===== src/rtl/jk_bank_sched.sv =====
// Round-robin command scheduler for a JK flip-flop register bank: arbitrates two
// requesters and drives J/K to clear, set, toggle, load, mask-toggle or count.
module jk_bank_sched #(
  parameter int WIDTH = 4
) (
  input  logic             clock,
  input  logic             reset_n,
  input  logic             req0,
  input  logic             req1,
  input  logic [2:0]       op0,
  input  logic [2:0]       op1,
  input  logic [WIDTH-1:0] data0,
  input  logic [WIDTH-1:0] data1,
  input  logic [WIDTH-1:0] q,
  output logic [WIDTH-1:0] j,
  output logic [WIDTH-1:0] k,
  output logic             gnt0,
  output logic             gnt1,
  output logic             busy,
  output logic             done
);

  typedef enum logic [1:0] {
    S_IDLE,
    S_EXEC,
    S_DONE
  } state_t;

  typedef enum logic [2:0] {
    OP_NOP     = 3'b000,
    OP_CLEAR   = 3'b001,
    OP_SET     = 3'b010,
    OP_TOGGLE  = 3'b011,
    OP_LOAD    = 3'b100,
    OP_COUNT   = 3'b101,
    OP_MASKTOG = 3'b110,
    OP_RSVD    = 3'b111
  } op_t;

  state_t           state_q, state_d;
  op_t              op_q, op_d;
  logic [WIDTH-1:0] arg_q, arg_d;
  logic [WIDTH-1:0] rem_q, rem_d;
  logic             ptr_q, ptr_d;   // 1 = req1 is favoured on a tie
  logic             gnt0_q, gnt0_d;
  logic             gnt1_q, gnt1_d;
  logic             win1;
  logic [WIDTH-1:0] carry;

  // Ripple carry for a synchronous JK counter: bit i toggles when all lower bits are 1.
  always_comb begin
    carry[0] = 1'b1;
    for (int i = 1; i < WIDTH; i++) begin
      carry[i] = carry[i-1] & q[i-1];
    end
  end

  assign win1 = req1 & (~req0 | ptr_q);

  // NOTE: every output of this block gets a default first, so no path can leave a latch.
  always_comb begin
    state_d = state_q;
    op_d    = op_q;
    arg_d   = arg_q;
    rem_d   = rem_q;
    ptr_d   = ptr_q;
    gnt0_d  = 1'b0;
    gnt1_d  = 1'b0;
    j       = '0;
    k       = '0;

    unique case (state_q)
      S_IDLE: begin
        if (req0 | req1) begin
          state_d = S_EXEC;
          gnt0_d  = ~win1;
          gnt1_d  = win1;
          op_d    = op_t'(win1 ? op1 : op0);
          arg_d   = win1 ? data1 : data0;
          rem_d   = win1 ? data1 : data0;
          ptr_d   = ~win1;
        end
      end

      S_EXEC: begin
        state_d = S_DONE;
        unique case (op_q)
          OP_CLEAR:   k = '1;
          OP_SET:     j = '1;
          OP_TOGGLE: begin
            j = '1;
            k = '1;
          end
          OP_LOAD: begin
            j = arg_q;
            k = ~arg_q;
          end
          OP_MASKTOG: begin
            j = arg_q;
            k = arg_q;
          end
          OP_COUNT: begin
            // A zero count still spends one idle EXEC cycle.
            if (rem_q != '0) begin
              j     = carry;
              k     = carry;
              rem_d = rem_q - 1'b1;
              if (rem_q != WIDTH'(1)) state_d = S_EXEC;
            end
          end
          default: ;
        endcase
      end

      S_DONE: state_d = S_IDLE;

      default: state_d = S_IDLE;
    endcase
  end

  // NOTE: state registers use non-blocking assignments so all flops update together.
  always_ff @(posedge clock or negedge reset_n) begin
    if (!reset_n) begin
      state_q <= S_IDLE;
      op_q    <= OP_NOP;
      arg_q   <= '0;
      rem_q   <= '0;
      ptr_q   <= 1'b0;
      gnt0_q  <= 1'b0;
      gnt1_q  <= 1'b0;
    end else begin
      state_q <= state_d;
      op_q    <= op_d;
      arg_q   <= arg_d;
      rem_q   <= rem_d;
      ptr_q   <= ptr_d;
      gnt0_q  <= gnt0_d;
      gnt1_q  <= gnt1_d;
    end
  end

  assign gnt0 = gnt0_q;
  assign gnt1 = gnt1_q;
  assign busy = (state_q != S_IDLE);
  assign done = (state_q == S_DONE);

endmodule

===== config.mk =====
export PLATFORM = sky130hd
export DESIGN_NAME = jk_bank_sched
export DESIGN_NICKNAME = d
export VERILOG_FILES = /design/src/rtl/jk_bank_sched.sv
export SDC_FILE = /design/constraint.sdc
export NUM_CORES = 1
export LEC_CHECK = 0
export CELL_PAD_IN_SITES_DETAIL_PLACEMENT = 1
export CELL_PAD_IN_SITES_GLOBAL_PLACEMENT = 1
export CORE_ASPECT_RATIO = 0.5
export CORE_MARGIN = 8
export CORE_UTILIZATION = 36
export DETAILED_ROUTE_END_ITERATION = 8
export HOLD_SLACK_MARGIN = 0.05
export PLACE_DENSITY_LB_ADDON = 0.1
export SLEW_MARGIN = 30
export SYNTH_ARGS = -nofsm -noshare
export SYNTH_HDL_FRONTEND = slang
export SYNTH_SLANG_ARGS = --single-unit

===== constraint.sdc =====
create_clock -name clock -period 4.7 [get_ports clock]
set_clock_uncertainty 0.1 [all_clocks]
set_input_delay 0.94 -clock clock [delete_from_list [all_inputs] [get_ports clock]]
set_output_delay 0.94 -clock clock [all_outputs]
set_load 0.01 [all_outputs]

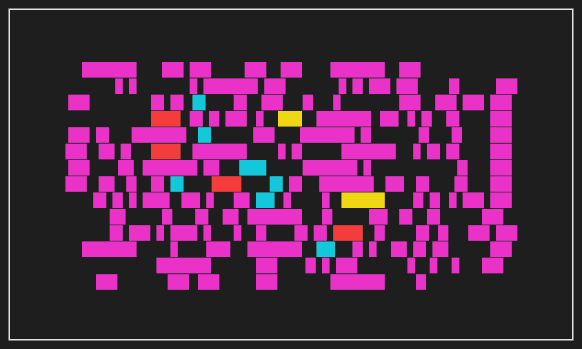
(run_1/sizes.png)
legend:
  magenta:
    size: _0 and _1 cells
    cells: 140
    most_used: clkdlybuf4s50_1
  cyan:
    size: _2 cells
    cells: 7
  red:
    size: _6 and larger
    cells: 4
    most_used: clkbuf_8
  yellow:
    size: _3 and _4 cells
    cells: 2
area growth from synthesis to layout: 35.0%
post-route cell area: 1470 um2
setup slack after layout: 1310 ps

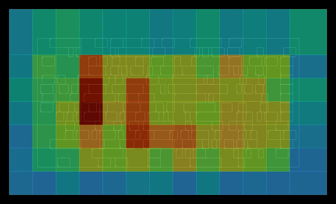
(run_1/congestion.png)
Global Route met3 Usage: 0.0438
most congested layer reported by global routing: met2

==> run notes, run 1 <==
The worst path in the final design needs a cycle of 3390 ps, including I/O delays and setup. The DRC violation total left in the routed layout is recorded as 0. The violation tally recorded at the end of detailed-routing iteration 0 is 31. TritonCTS built the clock tree.

The logs give 0.499 for the final core utilization and 0 ps for the post-route setup TNS. CTS H-tree depth: 1. The run gives 987 for the detailed-route via count. Routability-driven placement finished with a final weighted congestion of 0.764.

Per the detail_route report, routed wire per instance is 16.2 um. Along the worst path, the maximum fanout reaches 7. The worst setup path is captured at an output pin. Fraction of layout instances using a drive strength above 1: 0.0850.

The wire length of the first global-routing pass was 5230 um. With the distinct cell type count after synthesis at 38, the area after detailed placement is 1410 um2. The number of cells on the worst reg-to-reg path is 6. The commonest cells after synthesis are 16 x sky130_fd_sc_hd__dfrtp_1, 13 x sky130_fd_sc_hd__a21oi_1, 11 x sky130_fd_sc_hd__nor2_1. The logs give 0 for the tally of nets with antenna violations remaining after routing and 1320 ps for the worst setup slack before clock tree synthesis. For the arrival time of data at the critical path endpoint, the log shows 2350 ps. The worst-case clock buffer depth was 2; the share of the synthesized netlist area taken by xor and xnor gates was 0.0242. For the worst hold slack across all endpoints, the log shows 408 ps.

Endpoints with negative setup slack in the final report add up to 0. The filler cell count in the final layout is 346. The routed design has 3120 um of wire. In this run, CTS created clock tree buffers numbering 3.

Across the VDD grid, the largest voltage drop is 220 uV. The classification of the worst-slack hold path is flip-flop to flip-flop. The run gives 2940 um2 for the floorplan core area.

The tree is rooted in a sky130_fd_sc_hd__clkbuf_8. The synthesized-area fraction occupied by ao, oa, aoi and oai cells was 0.211. The die is 93.7 um wide. End point of the critical path: j[3]. The logs give 4 for the first-pass iteration count of the detailed router and 0 for the count of final max-slew check failures. The post-synthesis async set-or-reset flop share was 1.00. Per the summary, power density relative to cell area is 635 nW/um2.

Averaged over all synthesized cells, the footprint is 8.77 um2. The synthesis log from Yosys contains 0 warnings. In this run the full chip footprint comes out at 5140 um2. Summing every instance area after synthesis gives 1090 um2. The number of port buffers is 32, and the synthesis area per yosys is 1090 um2. Standby leakage power: 0.616 nW. The run gives 0.496 for the normalized max-slew margin.

Simple-gate share of the synthesized area: 0.258. Data on the critical path is required at its endpoint by 3660 ps. The number of core rows is 14. After synthesis, the cell types taking the most area are sky130_fd_sc_hd__dfrtp_1 37%, sky130_fd_sc_hd__mux2i_1 6.4%, sky130_fd_sc_hd__a21oi_1 6.0%. By area, the combinational part of the netlist is dominated by simple AND/OR/NAND/NOR gates.

The design draws 0.932 mW. After legalization and detailed placement, the total HPWL measured 2460 um. At the pin with the least slew margin, the transition time is 754 ps. The highest achievable clock rate is 0.295 GHz. Per the timing report, the most critical flop-to-flop path finishes at rem_q[1].

Share of Yosys cell area claimed by the top area cell type: 0.368. The critical path is of the flip-flop to output pin type. The flow ran to the end, and the final reports show no timing, DRC or antenna violations. After clock tree synthesis, the flow added hold-fix buffers numbering 0.

The cell taking the most area after synthesis is sky130_fd_sc_hd__dfrtp_1. In this run the count of I/O pins placed on the die edge is 34.
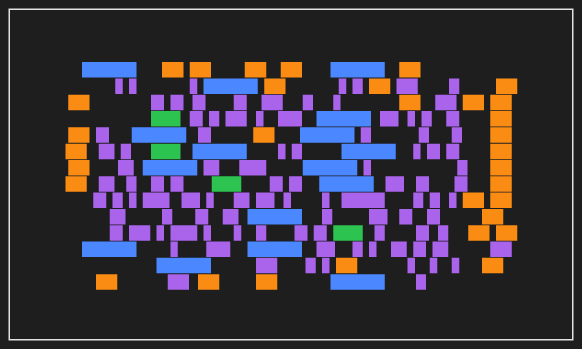
(run_1/placement_by_type.png)
legend:
  green:
    class: clock drivers and dummy loads
    cells: 4
    share_of_their_area: 3.9%
  orange:
    class: other buffers and delay cells
    cells: 32
    share_of_their_area: 23%
  purple:
    class: combinational and other logic
    cells: 101
    share_of_their_area: 45%
  blue:
    class: flops
    cells: 16
    share_of_their_area: 28%

-- run 1: sequential cells by signal (all words and copies together), names as in the netlist --
register / cells
state_q: 2
rem_q: 4
op_q: 3
gnt0: 1
gnt1: 1
arg_q: 4
ptr_q: 1
-- run 1: power breakdown --
part,total (mW),internal [mW],switching (mW)
clock,0.126,0.0745,0.0518
combinational,0.529,0.253,0.276
sequential,0.277,0.204,0.0728
-- run 1: worst max-delay path, stage by stage (launching register included) --
cell and delay, ps:
sky130_fd_sc_hd__dfrtp_1 390, sky130_fd_sc_hd__inv_1 80, sky130_fd_sc_hd__ha_1 230, sky130_fd_sc_hd__nor3b_1 180, sky130_fd_sc_hd__nor2_2 290, sky130_fd_sc_hd__nand4_1 170
sky130_fd_sc_hd__a31oi_1 190, sky130_fd_sc_hd__clkdlybuf4s50_1 560
-- run 1: cell type report --
| class | instances | area (um2) | area share |
|---|---|---|---|
| multi-input combinational | 98 | 631 | 0.430 |
| clock buffer | 4 | 55.1 | 0.0375 |
| tap | 40 | 50.0 | 0.0341 |
| inverter | 3 | 11.3 | 0.00767 |
| sequential | 16 | 400 | 0.273 |
| timing repair buffer | 32 | 320 | 0.218 |
-- run 1: worst min-delay path by stage --
stage	from	endpoint	slack [ps]	cells after the start
detailed placement	ptr_q	ptr_q	400	2
floorplan	ptr_q	ptr_q	360	2
finish	ptr_q	ptr_q	410	2
global placement	ptr_q	ptr_q	380	2
CTS	ptr_q	ptr_q	410	2
global route	ptr_q	ptr_q	470	2
-- run 1: layer usage --
metal	vias to the layer above	share of wire	track usage
met3	5	0.074	0.0438
met4	0	0.010	0.0468
met1	455	0.48	0.158
met5	-	0	0
li1	498	-	-
met2	29	0.44	0.230
-- run 1: cell usage in the layout (no fill, tap or decap), types with 2 or more instances in the layout --
| cell type | instances |
|---|---|
| sky130_fd_sc_hd__and2_1 | 2 |
| sky130_fd_sc_hd__nor2b_1 | 2 |
| sky130_fd_sc_hd__and3_1 | 2 |
| sky130_fd_sc_hd__ha_1 | 2 |
| sky130_fd_sc_hd__a21boi_0 | 2 |
| sky130_fd_sc_hd__nand4_1 | 3 |
| sky130_fd_sc_hd__a21oi_1 | 13 |
| sky130_fd_sc_hd__clkbuf_8 | 4 |
| sky130_fd_sc_hd__nor2_1 | 11 |
| sky130_fd_sc_hd__o21ai_0 | 6 |
| sky130_fd_sc_hd__nand2b_1 | 5 |
| sky130_fd_sc_hd__o31ai_1 | 2 |
| sky130_fd_sc_hd__a31oi_1 | 6 |
| sky130_fd_sc_hd__nand2_2 | 2 |
| sky130_fd_sc_hd__mux2i_1 | 7 |
| sky130_fd_sc_hd__nand3_1 | 2 |
| sky130_fd_sc_hd__nor3_1 | 2 |
| sky130_fd_sc_hd__nand2_1 | 10 |
| sky130_fd_sc_hd__clkdlybuf4s50_1 | 32 |
| sky130_fd_sc_hd__nor2_2 | 2 |
| sky130_fd_sc_hd__inv_1 | 3 |
| sky130_fd_sc_hd__dfrtp_1 | 16 |
| sky130_fd_sc_hd__xnor2_1 | 3 |
==> run_1/flops_by_reg.png <==
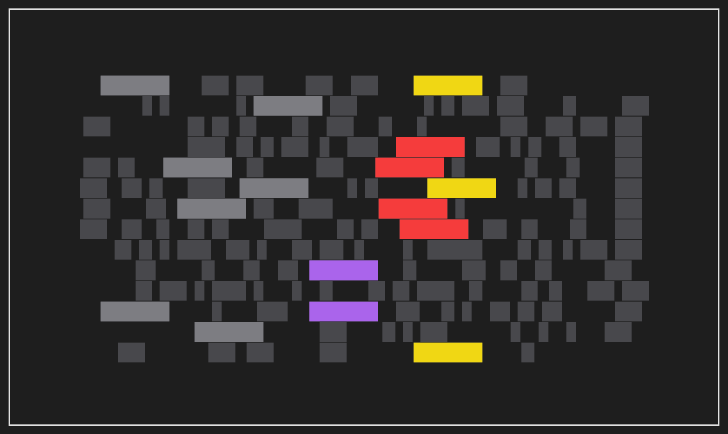

==> run 2, diff against run 1 <==
- CORE_UTILIZATION: 36 -> 30
- clock period: 4.7 -> 2.9 ns (I/O delays scaled with it)
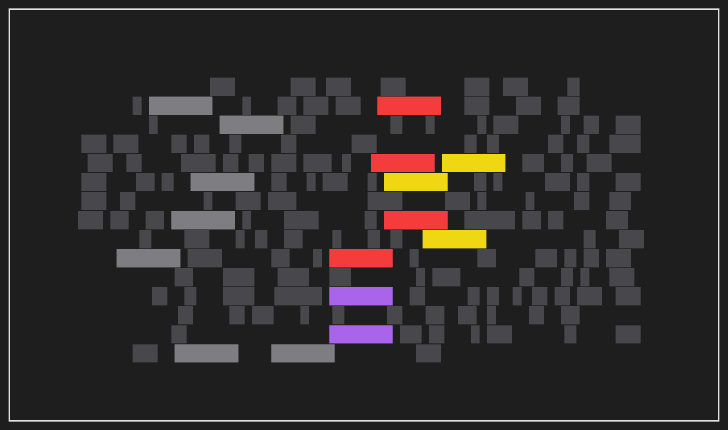
(run_2/flops_by_reg.png)
legend:
  purple:
    signal: state_q
    placed_flops: 2
  red:
    signal: arg_q
    placed_flops: 4
    where: middle
  yellow:
    signal: op_q
    placed_flops: 3
sequential cell area in the final layout: 400 um2
power attributed to sequential cells: 0.441 mW
final cell utilization of the core: 0.442
flip-flop and latch share of the layout cell area: 0.262

==> run notes, run 2 <==
Looking at the hold checks, the worst path lands on ptr_q. The number of synthesized register bits works out to 16. The number of maximum-capacitance violations recorded for the run is 0. The run gives 0.593 (+0.025) as the portion of total power attributed to combinational logic. The tally of nets with antenna violations remaining after routing is 0 (unchanged).

The filler cell count in the final layout is 420 (+21%), and the fraction of layout instances using a drive strength above 1 is 0.115 (+0.0297). Largest fanout on the critical path: 5 (-2). The commonest cells after synthesis are 16 x sky130_fd_sc_hd__dfrtp_1, 13 x sky130_fd_sc_hd__a21oi_1, 11 x sky130_fd_sc_hd__nor2_1.

The detailed-route via count is 1018 (+3.1%). TritonCTS built the clock tree. The portion of netlist area occupied by mux cells came out at 0.0644. With the CTS H-tree depth at 1 (unchanged), the met1 layer wirelength in the final routing is 1530 um (+2.6%).

The tools report the final wirelength as 3150 um (+1.1%). The violation count after the first detailed-routing iteration was 14 (-55%); the clock buffer count from CTS was 3 (unchanged). The synthesis area per yosys came out at 1090 um2 (unchanged). The later pin in the worst-skew pair is clocked with a latency of 250 ps. The dominant non-sequential cell family after synthesis was simple AND/OR/NAND/NOR gates. OpenROAD emitted warnings numbering 28. The final critical delay including setup and external delays was 2750 ps; the aggregate global routing overflow was 0. The number of cell instances on the worst register-to-register path is 4 (-2). Remaining routing DRC violations: 0 (unchanged). The run gives 0.315 for the initial standard-cell utilization of the core. The overall die width is 101 um (+7.9%), and the proportion of power drawn by flip-flops and latches is 0.283 (-0.014).

The post-synthesis async set-or-reset flop share came out at 1.00 (unchanged). Clock tree synthesis selected as its root buffer the cell sky130_fd_sc_hd__clkbuf_8. The share of the synthesized netlist area taken by xor and xnor gates came out at 0.0242 (unchanged). Counting flops with a built-in enable in the synthesized netlist gives 0. The logs give 0.897 mW (+69%) for the internal power and 647 um2 (+2.6%) for the area of the multi-input gates.

The total power divided by cell area came out at 1020 nW/um2 (+61%). The tools report the yosys warning tally as 0 (unchanged). Looking at area per cell type in the netlist, the leader is sky130_fd_sc_hd__dfrtp_1.

The run gives 40.5% for the area overhead of the layout relative to synthesis. The wire length of the first global-routing pass is 5250 um (+0.38%). The tools report the highest achievable clock rate as 0.364 GHz. The run gives 0.521 (+0.0248) as the normalized max-slew margin. In the final layout, the registers with the most flip-flops are arg_q x4, rem_q x4, op_q x3. The run gives 1530 um2 (+4.1%) as the area of all placed cells without fillers.

For this run, the script counts the antenna cells in the layout as 0. For the area after detailed placement, the log shows 1450 um2 (+2.6%). The most frequently used library cell after synthesis is sky130_fd_sc_hd__dfrtp_1.

Detail-routed via count per cell: 4.89. The net load switching power is 0.661 mW (+65%). The final layout contains 182 nets.

The switching power share of the total came out at 0.424 (-0.00550). The first-pass iteration count of the detailed router is 4 (unchanged), and the count of final max-slew check failures is 0 (unchanged). The arrival time of data at the critical path endpoint came out at 2070 ps (-280 ps). Wire length per cell: 15.2 um (-6.2%). The worst setup path is launched from a flip-flop. The worst supply voltage drop on vdd was 259 uV (+18%). In this run the critical register-to-register path is launched from state_q[1]. The number of port buffers came out at 32 (unchanged). The run gives 0.124 (-0.012) as the portion of total power attributed to the clock network. The met3 wire length is 176 um (-24%), and the pin count of the biggest net entering global routing is 17. The area fraction in full adders, half adders and majority gates came out at 0.0230. STA reports a reg2reg setup slack of 1240 ps. The number of antenna violations at the first check in global routing is 0, and the number of standard cells after synthesis is 124. Worst-case clock buffer depth: 2 (unchanged).

The count of instantiated cells in the yosys netlist was 124. Origin of the worst min-delay path: ptr_q. The setup path with the least slack is of type flip-flop to output pin.

The worst setup path is captured at an output pin. The flow ran to the end, and the final reports show no timing, DRC or antenna violations. The run gives 2540 um (+3.5%) as the HPWL reported at the end of detailed placement. The net count after synthesis is 148. The synthesis report lists the most area-consuming cells as sky130_fd_sc_hd__dfrtp_1 37%, sky130_fd_sc_hd__mux2i_1 6.4%, sky130_fd_sc_hd__a21oi_1 6.0%. Post-synthesis cell area: 1090 um2 (unchanged). Checking hold timing, the worst path is listed with class flip-flop to flip-flop.

The pin slew with the least headroom to its limit is 717 ps (-37.0 ps). The number of setup violations in the final report was 0 (unchanged). Hold-check failures listed in the final report amount to 0.

The CTS clock-pin slew for the worst setup and hold paths works out to 60 ps. For the global placement routability congestion, the log shows 0.756 (-1.1%). Leaving out fill and tap cells, the most frequent cells in the layout are 29 x sky130_fd_sc_hd__clkdlybuf4s50_1, 16 x sky130_fd_sc_hd__dfrtp_1, 13 x sky130_fd_sc_hd__a21oi_1. The distinct cell type count after synthesis is 38 (unchanged). Synthesized-area fraction occupied by ao, oa, aoi and oai cells: 0.211 (unchanged).

The final cycle utilization of the critical path came out at 0.947. For the number of core rows, the log shows 15 (+1). The topmost layer with routed signal wires is met4.

The most frequently placed logic cell in the final layout is sky130_fd_sc_hd__clkdlybuf4s50_1. Flip-flop cell with the highest count after synthesis: sky130_fd_sc_hd__dfrtp_1. The simple-gate share of the synthesized area is 0.258 (unchanged), and the overall track demand over capacity in global routing is 0.112. The per-instance average area after synthesis is 8.77 um2 (unchanged). CTS saw 16 sinks. The endpoint of the worst-slack reg-to-reg timing path is rem_q[2]. The worst hold path stage count was 2 (unchanged). The required time of the worst setup path came out at 2220 ps (-1440 ps). The chip height is 58.6 um, and the number of placed I/O pins is 34 (unchanged). The detailed route wirelength on metal2 came out at 1420 um (+4.0%).

The run gives 0.665 nW (+8.0%) for the standby leakage power. Chip footprint: 5920 um2 (+15%). The run gives 1075 as the via count of the first global-routing pass. For the proportion of synthesized chip area in sequential cells, the log shows 0.368. The share of Yosys cell area claimed by the top area cell type was 0.368 (unchanged). The run gives 3450 um2 (+17%) for the floorplan core area.
run 2: power by group through the flow:
stage | registers (mW) | clock network, mW | logic (mW)
finish | 0.441 | 0.194 | 0.924
global route | 0.460 | 0.211 | 1.02
CTS | 0.439 | 0.201 | 0.915
detailed placement | 0.440 | 0 | 0.912
global placement | 0.435 | 0 | 0.894
floorplan | 0.412 | 0 | 0.623
run 2: stage by stage:
step	total power [mW]	hold WS [ps]	TNS (ps)	setup WS (ps)	instances
after floorplan	1.04	184	0	811	124
after global placement	1.33	376	0	195	203
after detailed placement	1.35	460	0	207	203
after CTS	1.55	476	0	15.9	207
after global routing	1.70	480	-16.7	-16.7	208
final	1.56	457	0	154	208
run 2: logic make-up (layout without fill, tap and decap cells):
group | after synthesis | in the layout
simple gates | 50 | 50
compound gates | 36 | 36
flops | 16 | 16
buf+inv | 10 | 43
mux | 7 | 7
xor+xnor | 3 | 3
fa+ha+maj | 2 | 2
run 2: how the worst max path moves through the flow:
stage,end,from,depth (start not counted)
after floorplan,j[3],rem_q[0],6
after global placement,j[0],rem_q[0],8
after detailed placement,j[0],rem_q[0],8
after CTS,j[2],rem_q[0],7
after global routing,j[2],rem_q[0],7
final,j[2],rem_q[0],7
run 2: metal layers:
layer | global-route usage | vias up
met2 | 0.183 | 22
met3 | 0.0341 | 2
met1 | 0.140 | 484
met4 | 0.0314 | 0
met5 | 0 | -
li1 | - | 510
run 2: repair_timing:
action	4_1_cts	5_1_grt
pin swaps	1	0
buffers inserted	0	1
resized	3	3
hold buffers	0	0
setup endpoints to repair	7	6
run 2: layout make-up:
cell class,instances,area share
tap,51,0.0418
inverter,3,0.00737
sequential,16,0.262
timing repair buffer,36,0.229
clock buffer,4,0.0360
multi-input combinational,98,0.423
run 2: critical path, stage by stage (launching register included):
cell and delay [ps]:
sky130_fd_sc_hd__dfrtp_1 380, sky130_fd_sc_hd__inv_1 70, sky130_fd_sc_hd__ha_1 230, sky130_fd_sc_hd__nor3b_4 170
sky130_fd_sc_hd__nor2_4 130, sky130_fd_sc_hd__nand3_1 120, sky130_fd_sc_hd__a31oi_1 140, sky130_fd_sc_hd__clkdlybuf4s50_1 570
No activity file was given, so power comes from the tool's default toggle rates.
